[config.mk]
export PLATFORM = sky130hd
export DESIGN_NAME = model_scalar_integer_divider_iterative_flat
export DESIGN_NICKNAME = d
export VERILOG_FILES = /design/src/rtl/model_scalar_integer_divider_iterative_if.sv /design/src/rtl/model_scalar_integer_divider_iterative.sv /design/src/flat_wrapper.sv
export SDC_FILE = /design/constraint.sdc
export NUM_CORES = 1
export LEC_CHECK = 0
export CAP_MARGIN = 20
export CORE_MARGIN = 5
export CORE_UTILIZATION = 24
export DETAILED_ROUTE_END_ITERATION = 8
export PLACE_DENSITY = 0.38
export SLEW_MARGIN = 20
export SYNTH_ARGS = -nofsm -noshare
export SYNTH_HDL_FRONTEND = slang
export SYNTH_SLANG_ARGS = --single-unit
export TNS_END_PERCENT = 10
[constraint.sdc]
create_clock -name CLK -period 4.7 [get_ports CLK]
set_input_delay 1.41 -clock CLK [delete_from_list [all_inputs] [get_ports CLK]]
set_output_delay 1.41 -clock CLK [all_outputs]
set_load 0.01 [all_outputs]
[src/rtl/model_scalar_integer_divider_iterative_if.sv]
// Handshake and data bundle between a divider requester (master) and the
// iterative divider (slave).
interface model_scalar_integer_divider_iterative_if #(
  parameter int DATA_SIZE = 64
);
  logic                 START;
  logic                 SIGNED_MODE;
  logic [DATA_SIZE-1:0] DATA_A_IN;
  logic [DATA_SIZE-1:0] DATA_B_IN;
  logic                 READY;
  logic                 BUSY;
  logic [DATA_SIZE-1:0] DATA_OUT;
  logic [DATA_SIZE-1:0] REMAINDER_OUT;
  logic                 OVERFLOW_OUT;

  modport master (
    output START, SIGNED_MODE, DATA_A_IN, DATA_B_IN,
    input  READY, BUSY, DATA_OUT, REMAINDER_OUT, OVERFLOW_OUT
  );

  modport slave (
    input  START, SIGNED_MODE, DATA_A_IN, DATA_B_IN,
    output READY, BUSY, DATA_OUT, REMAINDER_OUT, OVERFLOW_OUT
  );
endinterface

[src/rtl/model_scalar_integer_divider_iterative.sv]
// Multi-cycle restoring integer divider: one quotient bit per clock, signed or
// unsigned, with divide-by-zero and signed-overflow reporting.
module model_scalar_integer_divider_iterative #(
  parameter int DATA_SIZE    = 64,
  parameter int CONTROL_SIZE = 4
) (
  input logic CLK,
  input logic RST,
  model_scalar_integer_divider_iterative_if.slave bus
);

  // CONTROL_SIZE is reserved for library uniformity; it has no effect on width.
  localparam int CNT_W = $clog2(DATA_SIZE) + 0 * CONTROL_SIZE;

  typedef enum logic [1:0] {S_IDLE, S_LOAD, S_ITER, S_FIX} state_e;

  state_e               state_q, state_d;
  logic [DATA_SIZE-1:0] opa_q, opa_d;
  logic [DATA_SIZE-1:0] opb_q, opb_d;
  logic [DATA_SIZE-1:0] rem_q, rem_d;
  logic [CNT_W-1:0]     cnt_q, cnt_d;
  logic                 sgn_q, sgn_d;
  logic                 qneg_q, qneg_d;
  logic                 rneg_q, rneg_d;
  logic                 ovf_pend_q, ovf_pend_d;
  logic                 ready_q, ready_d;
  logic                 busy_q, busy_d;
  logic                 ovf_q, ovf_d;
  logic [DATA_SIZE-1:0] dout_q, dout_d;
  logic [DATA_SIZE-1:0] rout_q, rout_d;

  logic                 a_neg;
  logic                 b_neg;
  logic [DATA_SIZE:0]   trial;

  function automatic logic [DATA_SIZE-1:0] cond_neg(input logic [DATA_SIZE-1:0] v,
                                                    input logic             neg);
    return neg ? -v : v;
  endfunction

  always_comb begin
    state_d    = state_q;
    opa_d      = opa_q;
    opb_d      = opb_q;
    rem_d      = rem_q;
    cnt_d      = cnt_q;
    sgn_d      = sgn_q;
    qneg_d     = qneg_q;
    rneg_d     = rneg_q;
    ovf_pend_d = ovf_pend_q;
    busy_d     = busy_q;
    dout_d     = dout_q;
    rout_d     = rout_q;
    ready_d    = 1'b0;
    ovf_d      = 1'b0;

    a_neg = sgn_q & opa_q[DATA_SIZE-1];
    b_neg = sgn_q & opb_q[DATA_SIZE-1];
    // During ITERATE opa_q holds the unconsumed dividend bits in its upper part
    // and the quotient bits collected so far in its lower part.
    trial = {rem_q, opa_q[DATA_SIZE-1]} - {1'b0, opb_q};

    unique case (state_q)
      S_IDLE: begin
        if (bus.START) begin
          opa_d   = bus.DATA_A_IN;
          opb_d   = bus.DATA_B_IN;
          sgn_d   = bus.SIGNED_MODE;
          busy_d  = 1'b1;
          state_d = S_LOAD;
        end
      end

      S_LOAD: begin
        if (opb_q == '0) begin
          dout_d  = '1;
          rout_d  = opa_q;
          ovf_d   = 1'b1;
          ready_d = 1'b1;
          busy_d  = 1'b0;
          state_d = S_IDLE;
        end else begin
          opa_d      = cond_neg(opa_q, a_neg);
          opb_d      = cond_neg(opb_q, b_neg);
          qneg_d     = a_neg ^ b_neg;
          rneg_d     = a_neg;
          ovf_pend_d = sgn_q && (opa_q == {1'b1, {(DATA_SIZE-1){1'b0}}}) && (opb_q == '1);
          rem_d      = '0;
          cnt_d      = CNT_W'(DATA_SIZE - 1);
          state_d    = S_ITER;
        end
      end

      S_ITER: begin
        if (!trial[DATA_SIZE]) begin
          rem_d = trial[DATA_SIZE-1:0];
          opa_d = {opa_q[DATA_SIZE-2:0], 1'b1};
        end else begin
          rem_d = {rem_q[DATA_SIZE-2:0], opa_q[DATA_SIZE-1]};
          opa_d = {opa_q[DATA_SIZE-2:0], 1'b0};
        end
        cnt_d = cnt_q - CNT_W'(1);
        if (cnt_q == '0) begin
          state_d = S_FIX;
        end
      end

      S_FIX: begin
        // Most-negative / -1 already yields the most-negative magnitude unnegated.
        dout_d  = cond_neg(opa_q, qneg_q);
        rout_d  = cond_neg(rem_q, rneg_q);
        ovf_d   = ovf_pend_q;
        ready_d = 1'b1;
        busy_d  = 1'b0;
        state_d = S_IDLE;
      end

      default: begin
        state_d = S_IDLE;
      end
    endcase
  end

  always_ff @(posedge CLK or negedge RST) begin
    if (!RST) begin
      state_q    <= S_IDLE;
      opa_q      <= '0;
      opb_q      <= '0;
      rem_q      <= '0;
      cnt_q      <= '0;
      sgn_q      <= 1'b0;
      qneg_q     <= 1'b0;
      rneg_q     <= 1'b0;
      ovf_pend_q <= 1'b0;
      ready_q    <= 1'b0;
      busy_q     <= 1'b0;
      ovf_q      <= 1'b0;
      dout_q     <= '0;
      rout_q     <= '0;
    end else begin
      state_q    <= state_d;
      opa_q      <= opa_d;
      opb_q      <= opb_d;
      rem_q      <= rem_d;
      cnt_q      <= cnt_d;
      sgn_q      <= sgn_d;
      qneg_q     <= qneg_d;
      rneg_q     <= rneg_d;
      ovf_pend_q <= ovf_pend_d;
      ready_q    <= ready_d;
      busy_q     <= busy_d;
      ovf_q      <= ovf_d;
      dout_q     <= dout_d;
      rout_q     <= rout_d;
    end
  end

  assign bus.READY         = ready_q;
  assign bus.BUSY          = busy_q;
  assign bus.OVERFLOW_OUT  = ovf_q;
  assign bus.DATA_OUT      = dout_q;
  assign bus.REMAINDER_OUT = rout_q;

endmodule

[src/flat_wrapper.sv]
// flat-port wrapper written by rule: the top's interface ports become plain ports
module model_scalar_integer_divider_iterative_flat 
#(
  parameter int DATA_SIZE    = 64,
  parameter int CONTROL_SIZE = 4
)
  (CLK, RST, bus_START, bus_SIGNED_MODE, bus_DATA_A_IN, bus_DATA_B_IN, bus_READY, bus_BUSY, bus_DATA_OUT, bus_REMAINDER_OUT, bus_OVERFLOW_OUT);
  model_scalar_integer_divider_iterative_if #(.DATA_SIZE(DATA_SIZE)) bus_i ();
  input logic CLK;
  input logic RST;
  input wire logic [$bits(bus_i.START)-1:0] bus_START;
  input wire logic [$bits(bus_i.SIGNED_MODE)-1:0] bus_SIGNED_MODE;
  input wire logic [$bits(bus_i.DATA_A_IN)-1:0] bus_DATA_A_IN;
  input wire logic [$bits(bus_i.DATA_B_IN)-1:0] bus_DATA_B_IN;
  output wire logic [$bits(bus_i.READY)-1:0] bus_READY;
  output wire logic [$bits(bus_i.BUSY)-1:0] bus_BUSY;
  output wire logic [$bits(bus_i.DATA_OUT)-1:0] bus_DATA_OUT;
  output wire logic [$bits(bus_i.REMAINDER_OUT)-1:0] bus_REMAINDER_OUT;
  output wire logic [$bits(bus_i.OVERFLOW_OUT)-1:0] bus_OVERFLOW_OUT;
  assign bus_i.START = bus_START;
  assign bus_i.SIGNED_MODE = bus_SIGNED_MODE;
  assign bus_i.DATA_A_IN = bus_DATA_A_IN;
  assign bus_i.DATA_B_IN = bus_DATA_B_IN;
  assign bus_READY = bus_i.READY;
  assign bus_BUSY = bus_i.BUSY;
  assign bus_DATA_OUT = bus_i.DATA_OUT;
  assign bus_REMAINDER_OUT = bus_i.REMAINDER_OUT;
  assign bus_OVERFLOW_OUT = bus_i.OVERFLOW_OUT;
  model_scalar_integer_divider_iterative #(.DATA_SIZE(DATA_SIZE), .CONTROL_SIZE(CONTROL_SIZE)) u_core (.CLK(CLK), .RST(RST), .bus(bus_i));
endmodule
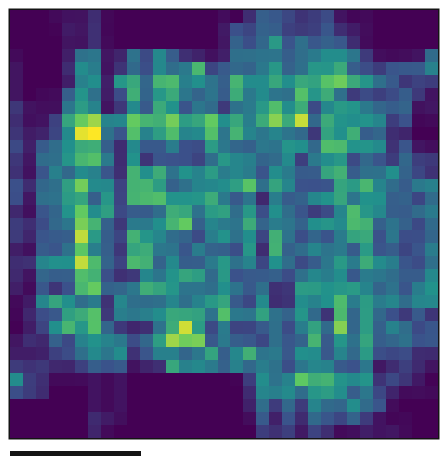
Fig. 1. Routed metal per tile (run 1).
Scale bar: 100 um. 33 x 33 tiles, from dark purple (low) to yellow (high), scaled to the fullest tile. Values are wire area over tile area, all layers added.
- tiles over half the peak: 19%
- emptiest ninth of the die: lower left
- mean over tiles: 0.15
- fullest tile: 0.50
via count of the routed design: 23550
total wire length after detailed routing: 102700 um

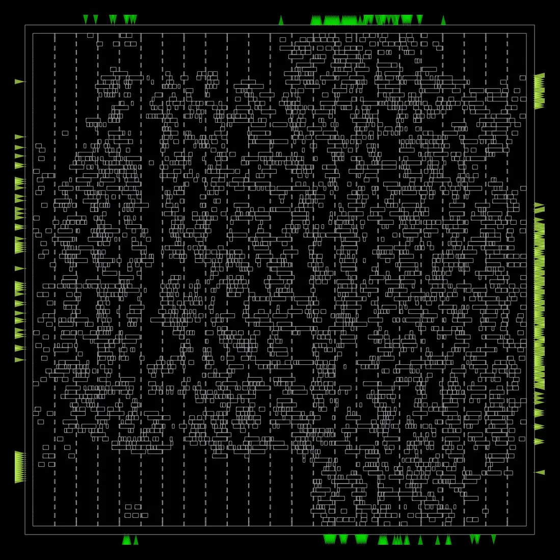
Fig. 2. Placed standard cells (run 1).
final core utilization: 29.80%
Flop Count: 335
filler-free cell count of the finished design: 4514
Layout fillers: 10640
register share of the cell area: 28.22%

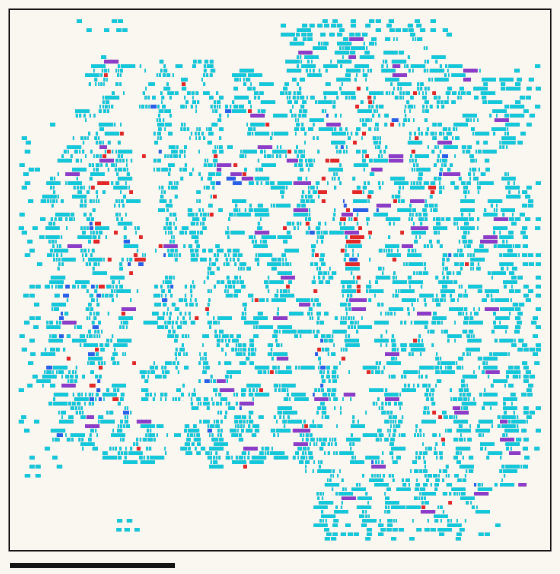
Fig. 3. Drive-strength map (run 1).
Scale bar: 100 um.
- cyan: x1 and smaller (cells 2997; share 93%)
- red: x3 and x4 (cells 93; share 2.9%)
- purple: x6 and larger (cells 74; share 2.3%)
- blue: x2 (cells 52; share 1.6%)
Non-clock buffers: 344
least setup slack across all paths after layout: 445.3 ps

[run 1: power groups by stage]
stage | combinational (mW) | clock (mW) | sequential (mW)
global placement | 11.0 | 0 | 5.71
detailed placement | 11.1 | 0 | 5.73
CTS | 11.1 | 3.94 | 5.69
finish | 11.0 | 3.82 | 5.68
floorplan | 7.24 | 0 | 4.95
global route | 12.2 | 4.05 | 5.87
[run 1: cell type report]
class / instances / area share, %
Inverter: 115 / 1.453
Tap cell: 1298 / 5.466
Timing Repair Buffer: 344 / 11.34
Clock buffer: 61 / 4.442
Clock inverter: 22 / 0.9769
Sequential cell: 335 / 28.22
Multi-Input combinational cell: 2339 / 48.11
[run 1: state kept, by name, indices dropped and copies added, names as in the netlist, named ones only]
| name | cells |
|---|---|
| u_core.rneg_q | 1 |
| u_core.state_q | 1 |
| u_core.qneg_q | 1 |
| u_core.bus.DATA_OUT | 64 |
| u_core.bus.OVERFLOW_OUT | 1 |
| u_core.sgn_q | 1 |
| u_core.bus.REMAINDER_OUT | 64 |
| u_core.cnt_q | 6 |
| u_core.opb_q | 64 |
| u_core.bus.BUSY | 1 |
| u_core.ovf_pend_q | 1 |
| u_core.opa_q | 64 |
| u_core.bus.READY | 1 |
| u_core.rem_q | 64 |
[run 1: per-stage QoR]
stage                     util (%)  power, mW
final                        29.80      20.54
after global routing         29.80      22.16
after CTS                    29.80      20.75
after detailed placement     28.18      16.82
after global placement       28.17      16.75
after floorplan                  -      12.19
[run 1: worst min-delay path, cell delays in order (launching register included)]
cell	delay (ps)
sky130_fd_sc_hd__dfrtp_1	340
sky130_fd_sc_hd__nand2_1	50
sky130_fd_sc_hd__nand2_1	60
==> run notes, run 1 <==
The layout was made with Yosys and OpenROAD.

The run finished with clean final reports. The number of cells in the yosys synthesis report is 3043. The buffer depth of the longest clock path is 3. The kind of cell with the highest combined delay along the critical path is AND-OR/OR-AND gates. For the final routed database, the setup TNS stands at 0 ps. The type of the most critical hold path is flop to flop.

For reference, the critical path cell chain is inv_1 -> ha_1 -> fa_1 -> nand2b_1 -> a21o_1 -> a31o_2 -> a2111oi_0 -> buf_4 -> o21ai_0 -> nand2_1 -> a31o_2 -> xnor2_2 -> buf_12 -> o311ai_0. Routed signal wires occupy layers up through met5. Per STA, the highest per-stage delay on the worst path measures 660 ps.

The CTS tree is built. After detailed routing, the met2 layer carries 43030 um of wire. From bottom edge to top edge, the die measures 326.3 um. The weighted congestion reported at the end of routability-driven placement is 0.8605.

Post-synthesis, Yosys gives the total cell area as 0.02401 sq mm. The overall overflow remaining after global route is 0. The final timing report counts setup violations totalling 0.

The number of primary I/O pins is 263. The latest clock arrival within the worst-skew pair is 620 ps. The script computed a power per unit cell area of 691.2 mW/mm^2. The maximum number of pins on one net before global-route repair is 90.

The mux share of post-synthesis cell area is 1.673%. Measured against its own limit, the worst slew margin works out to 34.37%. Averaged over all synthesized cells, the footprint is 7.890 sq um. The worst slack on hold paths is 480.5 ps.

For this run, the number of Yosys warnings is 0. The final clock period utilization by the worst path is 90.53%. The number of standard-cell rows in the floorplan is 116.

The required arrival time at the worst endpoint is 5120 ps. The worst setup path is captured at a flop. The most heavily used metal layer in global routing is met1. The timing report gives the clock slew at the launch and capture registers of the worst setup and hold paths as 60 ps. For the worst reg-to-reg path, the startpoint reported by OpenROAD is u_core.opa_q[63]. The met1 wire length is 51000 um. The critical path endpoint is u_core.rem_q[28]. The final timing report lists a hold violation count of 0. The path with the worst hold slack has its endpoint at u_core.bus.REMAINDER_OUT[38]. The number of sinks on the clock net is 335.

The number of nets in the synthesized netlist is 3250. CTS placed an instance of sky130_fd_sc_hd__clkbuf_16 at the clock tree root. The fraction of synthesized cell area taken by the top area cell type is 34.91%. Counting I/O delays and the setup requirement, the final critical path takes 4255 ps. For reference, full adder, half adder and majority cells occupy 3.940% of the area reported after synthesis. The mapped netlist covers 0.02401 sq mm. The main logic family after synthesis is AND-OR/OR-AND gates. Warnings raised by the tools during the run amount to 31. Per the cell usage report, the commonest logic cells after layout are sky130_fd_sc_hd__nand2_1, sky130_fd_sc_hd__dfrtp_1, sky130_fd_sc_hd__o21ai_0.

The count of placed standard cells including taps is 4431. The flow reports an fmax of 0.2350 GHz. The startpoint of the most critical hold path is u_core.bus.REMAINDER_OUT[38].

The met3 routing resource usage after global routing is 3.143%. The number of maximum-capacitance violations is 0. By instance count, the cell type seen most on the critical path is sky130_fd_sc_hd__a31o_2.

Summed over all instances, the cell type with the most area after synthesis is sky130_fd_sc_hd__dfrtp_1. The commonest non-fill, non-tap cell in the layout is sky130_fd_sc_hd__nand2_1. The initial antenna violation count came to 2. The parity-gate share of the synthesized area counting xor and xnor cells is 8.171%. In the final layout, the share of cells above drive strength 1 is 6.810%. Sorting the synthesized cells by area gives the leading types as sky130_fd_sc_hd__dfrtp_1, sky130_fd_sc_hd__nand2_1, sky130_fd_sc_hd__xor2_1, sky130_fd_sc_hd__o21ai_0, sky130_fd_sc_hd__a21oi_1.

At the floorplan stage, the core utilization is reported as 24.08%. Yosys reported that registers with async set or reset make up 100.0%.
--- run 2 (diff from run 1) ---
--- a/config.mk
+++ b/config.mk
@@ -7,9 +7,10 @@
 export LEC_CHECK = 0
 export CAP_MARGIN = 20
 export CORE_MARGIN = 5
-export CORE_UTILIZATION = 24
+export CORE_UTILIZATION = 55
 export DETAILED_ROUTE_END_ITERATION = 8
-export PLACE_DENSITY = 0.38
+export PLACE_DENSITY = 0.75
+export RECOVER_POWER = 100
 export SLEW_MARGIN = 20
 export SYNTH_ARGS = -nofsm -noshare
 export SYNTH_HDL_FRONTEND = slang
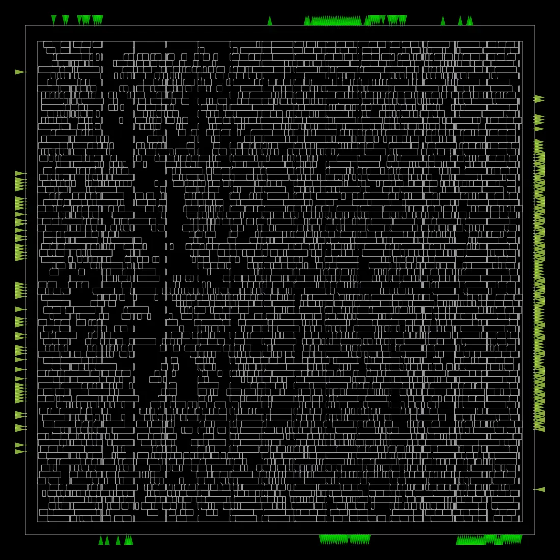
Fig. 4. Placed standard cells (run 2).
area inside the core boundary: 0.04317 sq mm
number of tapcells: 585
final core utilization: 65.33%
Layout fillers: 3741
number of rows in the core area: 76

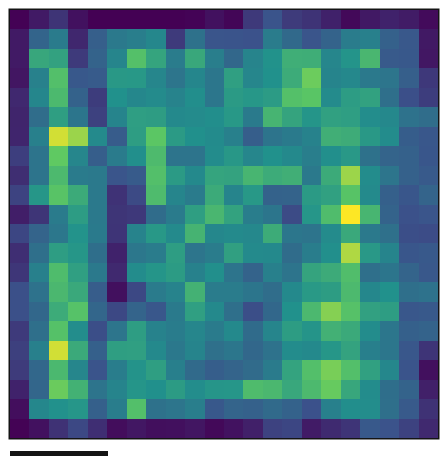
Fig. 5. Routed metal per tile (run 2).
Scale bar: 50 um. 22 x 22 tiles, from dark purple (low) to yellow (high), scaled to the fullest tile. Values are wire area over tile area, all layers added.
- nearly empty tiles: 1.9%
- fullest tile: 0.71
- mean over tiles: 0.29
- tiles over half the peak: 29%
total wire length after detailed routing: 81470 um
routed wire length per instance: 21.65 um
via count of the routed design: 24170
combined global-route utilization of all metal layers: 33.12%

==> run 2 against run 1 <==
The flow now finishes with violations (capacitance limit, slew limit). Flip-flop count unchanged. Synthesized area unchanged. Clock skew down 12 ps. Global-route usage up 14 points. Final cell count down 17%. First-iteration DRC count up 30%.
==> run notes, run 2 <==
The layout was made with Yosys and OpenROAD.

The total count of hold-check failures in the final report is 0 (unchanged). The met3 routing resource usage after global routing is 5.159% (+2.0 points). The total power divided by cell area is 680.9 mW/mm^2 (-1.5%). The number of maximum-capacitance violations is 3 (+3). The count of placed standard cells including taps is 3690 (-17%). The average instance area after synthesis is 7.890 sq um (unchanged). Per the CTS log, the root buffer master is sky130_fd_sc_hd__clkbuf_16.

The library cells used most frequently in the layout, excluding fill and tap cells, are sky130_fd_sc_hd__nand2_1, sky130_fd_sc_hd__dfrtp_1, sky130_fd_sc_hd__o21ai_0. The number of primary I/O pins came to 263 (unchanged). Note that the worst hold path type here is flop to flop. The launching point of the worst reg2reg path is u_core.opb_q[20]. STA classifies the critical path endpoint as a flop.

Max-slew check failures listed in the final report amount to 235. The vertical die size is 218.9 um (-33%). The async set or reset register ratio after synthesis is 100.0% (unchanged). The maximum clock rate came to 0.2291 GHz (-2.5%). The final reports fail on capacitance limit, slew limit. The buffer depth of the longest clock path is 3 (unchanged). For reference, the critical path cell chain is or4_1 -> or4_2 -> nor4_1 -> clkbuf_1 -> nand3_1 -> or3_1 -> nand2_1 -> clkbuf_4 -> o21ai_0 -> a21oi_1. The cell type with the highest aggregate area in the netlist is sky130_fd_sc_hd__dfrtp_1.

The total of endpoints with negative setup slack in the final report was 0 (unchanged). The worst slack on hold paths was 477.8 ps (-2.731 ps). The number of cells in the yosys synthesis report came to 3043 (unchanged). The final clock period utilization by the worst path is 92.86% (+2.3 points). The area of the mapped netlist is 0.02401 sq mm (unchanged). The initial antenna violation count is 3 (+1).

The latest clock arrival within the worst-skew pair was 570 ps (-50 ps). The startpoint of the most critical hold path is u_core.bus.REMAINDER_OUT[45]. The highest cell delay on the worst timing path is 710 ps (+50 ps). The number of sinks on the clock net is 335 (unchanged).

By area the synthesized netlist is led by sky130_fd_sc_hd__dfrtp_1, sky130_fd_sc_hd__nand2_1, sky130_fd_sc_hd__xor2_1, sky130_fd_sc_hd__o21ai_0, sky130_fd_sc_hd__a21oi_1. The run finished, with violations left. The maximum number of pins on one net before global-route repair is 102 (+13%). OpenSTA lists the critical path endpoint as u_core.cnt_q[5]. The setup total negative slack is 0 ps (unchanged).
-- run 2: netlist changes by cell type in the layout (fill, tap and decap cells not counted), sizes merged --
cell / change
clkinvlp: -5
clkdlybuf4s50: -132
bufinv: +1
clkbuf: +7
clkinv: +3
diode: +1
dlygate4sd3: +132
buf: -46
-- run 2: worst max-delay path: cells and delay by family, from the launching register on --
kind | cells | cell delay [ps]
AND/OR/NAND/NOR | 6 | 2480
flip-flops | 1 | 440
buffers and inverters | 2 | 980
AND-OR/OR-AND | 2 | 380
-- run 2: final cells by class --
cell class | instances | area (sq um)
Fill cell | 3741 | 14970
Timing Repair Buffer | 316 | 3048
Clock inverter | 21 | 305.3
Sequential cell | 335 | 8384
Clock buffer | 50 | 1069
Antenna cell | 1 | 2.502
Inverter | 115 | 431.7
Multi-Input combinational cell | 2339 | 14230
Tap cell | 585 | 732.0
-- run 2: cell families after synthesis --
| group | count (synthesis) | synth area share [%] |
|---|---|---|
| multiplexers | 39 | 1.673 |
| buffers and inverters | 369 | 6.066 |
| AND-OR/OR-AND | 938 | 24.85 |
| XOR/XNOR | 224 | 8.171 |
| adder cells (fa/ha/maj) | 75 | 3.940 |
| AND/OR/NAND/NOR | 1063 | 20.39 |
| flip-flops | 335 | 34.91 |
-- run 2: power by group --
| group | switching [mW] | internal [mW] | leakage [nW] |
|---|---|---|---|
| Combinational | 6.35 | 3.89 | 6.84 |
| Sequential | 1.64 | 4.02 | 4.00 |
| Clock | 1.29 | 2.00 | 0.677 |
-- run 2: through the flow --
stage	worst slack, ps	power [mW]
global route	185.2	20.52
detailed placement	622.3	16.00
CTS	532.6	19.36
floorplan	739.0	12.19
finish	335.5	19.20
global placement	747.4	15.71
--- run 3 (diff from run 2) ---
--- a/config.mk
+++ b/config.mk
@@ -8,6 +8,7 @@
 export CAP_MARGIN = 20
 export CORE_MARGIN = 5
 export CORE_UTILIZATION = 55
+export CTS_CLUSTER_SIZE = 12
 export DETAILED_ROUTE_END_ITERATION = 8
 export PLACE_DENSITY = 0.75
 export RECOVER_POWER = 100
@@ -15,4 +16,4 @@
 export SYNTH_ARGS = -nofsm -noshare
 export SYNTH_HDL_FRONTEND = slang
 export SYNTH_SLANG_ARGS = --single-unit
-export TNS_END_PERCENT = 10
+export TNS_END_PERCENT = 20
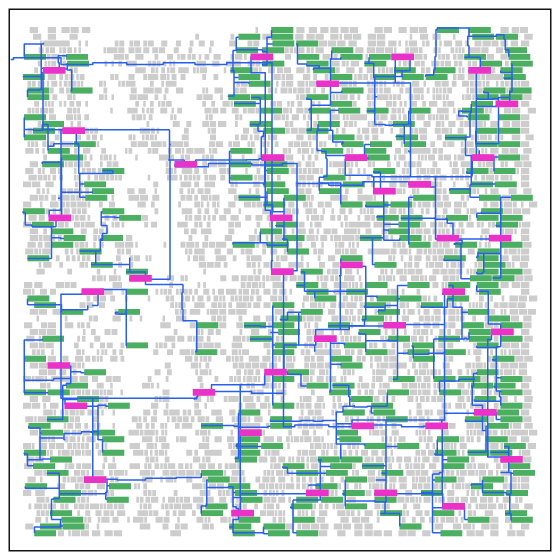
Fig. 6. Clock network drawn from the DEF (run 3).
- magenta: clock-net drivers (count 39)
- green: flip-flops (count 335)
- blue: clock wires (length 4770 um)
- flops lie: all over the die
worst setup skew after layout: 22.35 ps
clock network power share: 16.6%

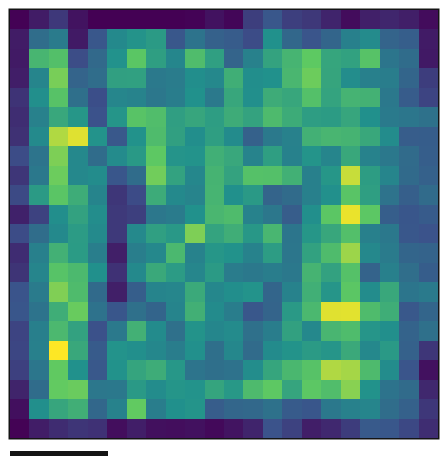
Fig. 7. Routed metal per tile (run 3).
Scale bar: 50 um. 22 x 22 tiles, from dark purple (low) to yellow (high), scaled to the fullest tile. Values are wire area over tile area, all layers added.
combined global-route utilization of all metal layers: 33.09%
total wire length after detailed routing: 81320 um
routed wire length per instance: 21.64 um

==> run 3 against run 2 <==
The run still ends with capacitance limit, slew limit left. Final cell count is 0.11% lower. Synthesized area did not move. Non-clock buffer count is the same. Via count about the same. Clock skew up 3.2 ps. Register-to-register slack gained 80 ps. Power fell by 0.63%. Critical endpoint is now u_core.bus.REMAINDER_OUT[38]. Largest power group unchanged. Highest routed layer unchanged.
==> run notes, run 3 <==
The layout was made with Yosys and OpenROAD.

The run finished, with violations left. The final reports fail on capacitance limit, slew limit. The latest clock arrival within the worst-skew pair was 580 ps (about the same). The sequential cell fraction of total power is 29.7% (+0.2 points). The vertical die size is 218.9 um (unchanged).

The launching point of the worst reg2reg path is u_core.opb_q[20]. For this run, the register share of the synthesized area comes to 34.91%. The area of the mapped netlist came to 0.02401 sq mm (unchanged).

The main area contributors are sky130_fd_sc_hd__dfrtp_1, sky130_fd_sc_hd__nand2_1, sky130_fd_sc_hd__xor2_1, sky130_fd_sc_hd__o21ai_0, sky130_fd_sc_hd__a21oi_1. The largest part of the power goes to combinational cells. The final cell utilization of the core is 65.16% (-0.16 points).

The number of maximum-capacitance violations was 2 (-1). The overall die size recorded for this design is 0.04793 sq mm. The count of distinct cell types in the synthesized netlist is 74. The cell internal power dissipation was 9.830 mW (-0.82%). The number of cells traversed by the worst hold path is 2. The maximum number of pins on one net before global-route repair is 102 (unchanged). The async set or reset register ratio after synthesis came to 100.0% (unchanged). The simple-gate area share of the yosys netlist is 20.39% (unchanged). The initial antenna violation count is 3 (unchanged). At the floorplan stage, the core utilization is reported as 55.62%. The cell sitting at the root of the clock tree is a sky130_fd_sc_hd__clkbuf_16. The met1 wire length is 34890 um.

By area, the combinational part of the netlist is dominated by AND-OR/OR-AND gates. The count of final max-slew check failures is 176 (-25%). The power dissipated in the clock network is 3.17 mW (-4%). The total overflow left after global routing is 0.

The mux share of post-synthesis cell area is 1.673% (unchanged). The power attributed to sequential cells is 5.66 mW (about the same). The worst slack on hold paths is 477.0 ps (-0.7390 ps). The average instance area after synthesis is 7.890 sq um (unchanged). The number of standard-cell rows in the floorplan is 76 (unchanged). The total power divided by cell area is 678.3 mW/mm^2 (-0.38%).

The routed via count is 24150 (-0.070%). The number of filler cells placed in the layout was 3744 (+0.080%). The type of the most critical hold path is flop to flop.

The buffer depth of the longest clock path was 3 (unchanged). Leaving out fill and tap cells, the most frequent cell in the layout is sky130_fd_sc_hd__nand2_1. The met3 routing resource usage after global routing is 5.215% (+0.055 points). The total power draw was 19.08 mW (-0.63%). The cell type with the highest aggregate area in the netlist is sky130_fd_sc_hd__dfrtp_1.

The global-route wire length before repair is 127400 um. The final clock period utilization by the worst path is 91.17% (-1.7 points). The clock buffer count from CTS is 39. The core area came to 0.04317 sq mm (unchanged). STA classifies the critical path endpoint as a flop.

The fraction of the mapped netlist area in compound gates came to 24.85% (unchanged). The congestion estimate from routability-driven global placement came to 0.9457. The number of primary I/O pins is 263 (unchanged). The power consumed by combinational cells was 10.2 mW (about the same). The number of sinks on the clock net is 335 (unchanged). The fraction of power consumed by combinational cells is 53.7% (+0.3 points).

Setup repair after global routing left no endpoint under its margin. The setup total negative slack is 0 ps (unchanged). The total of endpoints with negative setup slack in the final report was 0 (unchanged). The startpoint of the most critical hold path is u_core.bus.REMAINDER_OUT[45]. Once the clock tree was built, the setup fixing pass inserted 0 buffers. The number of cells in the yosys synthesis report was 3043 (unchanged). The total count of hold-check failures in the final report was 0 (unchanged). The parity-gate share of the synthesized area counting xor and xnor cells is 8.171% (unchanged). The post-synthesis adder-cell area fraction came to 3.940% (unchanged). Following the worst setup path forward leads to its endpoint at u_core.bus.REMAINDER_OUT[38]. The switching power summed over all nets was 9.251 mW (-0.42%). In the layout the commonest cells are sky130_fd_sc_hd__nand2_1, sky130_fd_sc_hd__dfrtp_1, sky130_fd_sc_hd__o21ai_0.

The maximum clock rate is 0.2334 GHz (+1.9%). The share of total power consumed by net switching is 48.48% (+0.10 points).
==> run 3: cell count changes in the layout (fill, tap and decap cells not counted), sizes merged <==
cell    before  now
clkinv      13    9
bufinv       7    4
clkbuf      68   71
==> run 3: critical path, cell delays in order (launching register included) <==
cell                       delay, ps
sky130_fd_sc_hd__dfrtp_1         440
sky130_fd_sc_hd__or4_1           610
sky130_fd_sc_hd__or4_2           710
sky130_fd_sc_hd__nor4_1          200
sky130_fd_sc_hd__clkbuf_1        300
sky130_fd_sc_hd__and2_0          450
sky130_fd_sc_hd__a21oi_1         260
sky130_fd_sc_hd__a21oi_1         360
sky130_fd_sc_hd__buf_12          220
sky130_fd_sc_hd__buf_12          310
sky130_fd_sc_hd__o211ai_1        190
sky130_fd_sc_hd__nand2_1         100
==> run 3: final cells by class <==
cell class / instances / area (sq um) / share of cell area, %
Multi-Input combinational cell: 2339 / 14200 / 50.49
Sequential cell: 335 / 8384 / 29.80
Antenna cell: 1 / 2.502 / 0.008895
Timing Repair Buffer: 316 / 3057 / 10.87
Clock buffer: 53 / 1130 / 4.016
Clock inverter: 14 / 191.4 / 0.6805
Inverter: 115 / 431.7 / 1.534
Tap cell: 585 / 732.0 / 2.602
==> run 3: per-stage QoR <==
step                      std cells  setup WS, ps  instance area [sq um]
after floorplan                3043         739.0                  24010
after global placement         3690         747.4                  26970
final                          3758         415.2                  28130
after global routing           3757         185.2                  28130
after CTS                      3757         532.6                  28290
after detailed placement       3690         622.3                  26970
==> run 3: cells by family (layout without fill, tap and decap cells) <==
group | after synthesis | after routing
other | 0 | 1
multiplexers | 39 | 39
adder cells (fa/ha/maj) | 75 | 75
AND-OR/OR-AND | 938 | 938
flip-flops | 335 | 335
XOR/XNOR | 224 | 224
AND/OR/NAND/NOR | 1063 | 1063
buffers and inverters | 369 | 498
Power is estimated from default activity; no workload was simulated.
